Design svm_seq_engine, sky130hd; sources not shown.
Fig. 1: metal layers overlaid
The bar under the picture is 50 µm long.
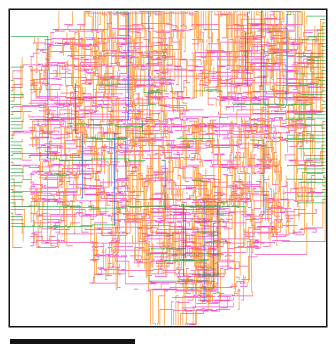
[orange] M2 | wire length: 10,500 µm
[green] M3 | wire length: 1,240 µm
[blue] M4 | wire length: 555 µm
[magenta] M1 | wire length: 8,270 µm
overall global routing resource usage: 25.37%
vias after detailed routing: 6,457
drt total wl: 20,610 µm
WL per Instance: 17.86 µm

Fig. 2: sequential cells grouped by signal name
The bar under the picture is 50 µm long.
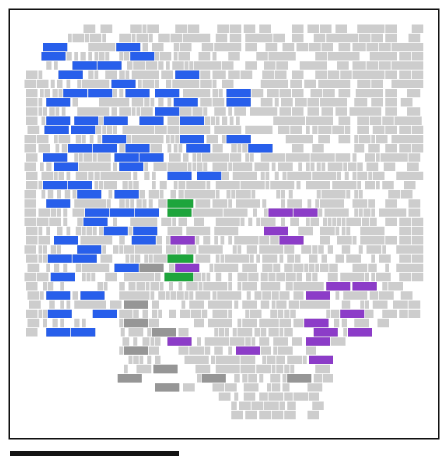
[purple] r_acc | sequential cells: 17
[green] r_k | sequential cells: 4 | where: center
[blue] r_feat_q | sequential cells: 64
not colored: 10
post-layout utilization of the core: 70.71%
Seq power: 276 µW
fraction of standard cell area that is sequential: 19.52%

Fig. 3: routed metal per tile
The bar under the picture is 50 µm long. The die is cut into 25 by 25 equal tiles; dark blue is low, red is high, scaled to the fullest tile. Values are wire area over tile area, all layers added.
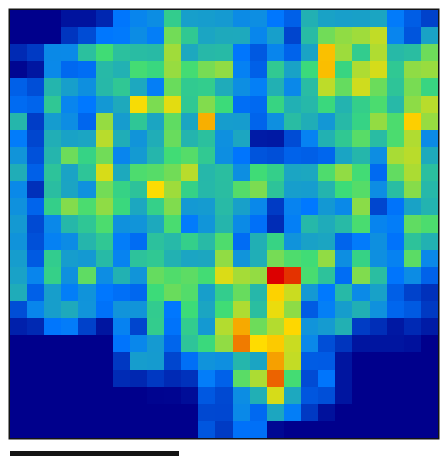
tiles over half the peak: 20%
mean over tiles: 0.21
emptiest ninth of the die: lower left
fullest tile: 0.64
nearly empty tiles: 14%

Fig. 4: track usage over the die
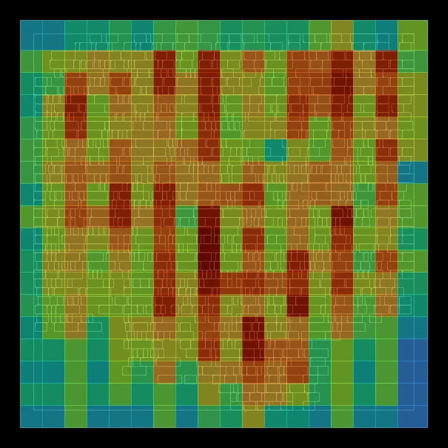
Most Used Layer, Global Route: met2
met3 GRT Util: 4.589%
met1 demand-to-capacity share in global routing: 30.88%

Fig. 5: cell classes on the final placement
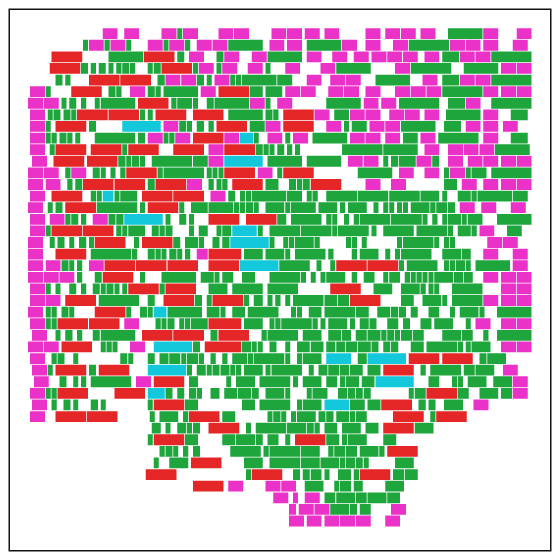
[green] remaining logic cells | cells: 647
[magenta] remaining buffers and delay cells | cells: 216
[cyan] clock drivers and dummy loads | cells: 16
[red] registers | cells: 95
Final Instance Area: 0.009777 mm²
Core ar.: 0.01383 mm²
floorplan row count: 43

==> Flow_metrics.wiki <==
== Run summary ==
{| class="wikitable"
! Metric !! Value
|-
| Non-CTS inverters || 73
|-
| Cell variety after synth || 49
|-
| Seq Cell Count || 95
|-
| Nature of the critical path endpoint || flip-flop
|-
| Clock net sink count || 95
|-
| Commonest non-fill, non-tap cells in the layout || sky130_fd_sc_hd__clkdlybuf4s50_1, sky130_fd_sc_hd__nand2_1, sky130_fd_sc_hd__dfxtp_1
|-
| Clock network area share || 3.174%
|-
| Slew at the pin closest to its max-slew limit || 3815 ps
|-
| Count of library flops with an enable pin || 0
|-
| Largest fanout on the critical path || 5
|-
| Critical-path cell with the highest stage delay || sky130_fd_sc_hd__fa_1
|-
| Max-cap check violation count || 1
|-
| DR DRC count || 0
|-
| Area fraction in and, or, nand and nor cells || 13.06%
|-
| RePlAce Congestion || 0.9211
|-
| Final period utilization || 66.05%
|-
| Gate family responsible for the most delay along the worst path || adder cells
|-
| Fraction of synthesized area in multiplexers || 19.15%
|-
| Run status || finished with violations
|-
| Worst Reg-to-Reg Cells || 21
|-
| Cell type taking the most area || combinational gates
|-
| Number of input and output port buffers inserted || 214
|-
| Signal buffers share of area || 21.97%
|-
| Total design power || 761.9 µW
|-
| Synth Net Count || 1,087
|-
| Largest area contributor in the synthesized netlist || sky130_fd_sc_hd__dfxtp_1
|-
| Main flop type after synthesis || sky130_fd_sc_hd__dfxtp_1
|-
| Global-route wire length before repair || 31,800 µm
|-
| First-pass iteration count of the detailed router || 5
|-
| Antenna diode count || 0
|-
| Failing checks || capacitance limit, slew limit
|-
| Worst stage delay on the critical path || 550 ps
|-
| Reg clk slew, reported paths || 80 ps
|-
| PostCTS Resize Cnt || 0
|-
| Finish-stage setup viols || 0
|-
| Power per cell area || 77.93 mW/mm²
|-
| Top logic cell by instance count in the layout || sky130_fd_sc_hd__clkdlybuf4s50_1
|-
| Classification of the worst-slack hold path || flip-flop to flip-flop
|-
| Ys cells || 786
|-
| Global route total overflow || 0
|-
| Non-clock buffer count || 216
|-
| Die W || 126.6 µm
|-
| CP Cell Sequence || clkdlybuf4s50_1 -> mux4_1 -> mux2_2 -> a21oi_2 -> nor2_1 -> fa_1 -> inv_1 -> fa_1 -> fa_1 -> inv_1 -> ha_1 -> a211oi_1 -> o21ai_0 -> o21a_1 -> a31oi_1 -> xnor2_1 -> ha_1 -> a21o_1 -> a21oi_1 -> o221ai_1 -> o31ai_1 -> a31oi_1
|-
| Comb/total area || 50.23%
|-
| TritonCTS clock tree || done
|-
| Post-synthesis cell count || 786
|-
| Number of fill cells in the layout || 1,014
|-
| Share of final-layout standard cells stronger than drive strength 1 || 8.522%
|-
| Number of pins with negative max-slew slack in the final report || 89
|-
| Most numerous cell on the critical path || sky130_fd_sc_hd__fa_1
|-
| Total number of warnings across the stage logs || 30
|-
| Minimum clock period || 10,140 ps
|-
| Headroom to the max-slew limit || -154.4%
|-
| Flop and latch count out of synthesis || 95
|-
| Area added between synthesis and finish || 33.71%
|-
| Maximum frequency from static timing analysis || 98.64 MHz
|-
| Post-synthesis average cell area || 9.303 µm²
|-
| Register area share after synthesis || 26.01%
|-
| And-or/or-and share of the synthesized area || 13.18%
|-
| Setup TNS Final || 0 ps
|-
| Synthesis Warnings || 0
|-
| Pin count of the biggest net entering global routing || 89
|-
| Count of routing violations after the opening detailed-route iteration || 317
|-
| Fraction of post-synthesis cell area in the top cell type by area || 26.01%
|-
| Buffer and inverter count on the worst path || 3
|-
| Clock buffer count from CTS || 9
|-
| Post-synthesis async set-or-reset flop share || 0%
|-
| Area of the multi-input gates || 0.004911 mm²
|-
| Floorplan utilization || 52.88%
|-
| Arrival time of data at the critical path endpoint || 10,200 ps
|}
[Yosys cell counts (all sizes together), types with 2 or more instances]
cell and instances:
nand2 138, dfxtp 95, a21oi 93, inv 73, nor2 69, ha 54, mux4 48, fa 36
clkbuf 28, buf 16, mux2 12, mux2i 12, xnor2 12, a21o 10, o21ai 10, xor2 10
a22oi 9, a22o 8, a31oi 6, nor3 6, or2 5, a211oi 4, nand2b 4, and3 3
nand3 3, nand4 3, o21a 3, a32o 2, o2111ai 2, o211ai 2
[worst register-to-register path, delay by kind of cell, from the launching register on]
kind / cells / cell delay [ps]
mux: 2 / 980
xor+xnor: 1 / 200
simple gates: 1 / 130
fa+ha+maj: 5 / 2170
buf+inv: 2 / 100
compound gates: 10 / 1950
flops: 1 / 940
[cells by family (layout without fill, tap and decap cells)]
kind of cell / Yosys count / after routing
adders and majority gates: 90 / 90
AOI/OAI and AO/OA: 154 / 154
and+or+nand+nor: 236 / 236
buffers and inverters: 117 / 305
DFF: 95 / 95
muxes: 72 / 72
xor gates and xnor gates: 22 / 22
[per-stage QoR]
step / std cells / setup WS, ps
2_1_floorplan: 786 / 5936
3_3_place_gp: 1138 / 5122
3_5_place_dp: 1138 / 5058
4_1_cts: 1154 / 5397
5_1_grt: 1154 / 4786
6_report: 1154 / 5212
[layer usage]
layer | wire length, µm | part of all wire (%) | track usage, %
met5 | 0 | 0 | -
met4 | 554 | 2.7 | 8.013
met3 | 1238 | 6.0 | 4.589
met2 | 10550 | 51 | 43.00
met1 | 8272 | 40 | 30.88
[where the power goes]
| part | switching, µW | leakage [µW] | total, µW | internal (µW) |
|---|---|---|---|---|
| Combinational | 121 | 0.00314 | 256 | 135 |
| Sequential | 15.0 | 0.000779 | 276 | 261 |
| Clock | 113 | 0.000147 | 230 | 117 |
Power figures rest on the tool's default switching activity, not on a simulated workload.
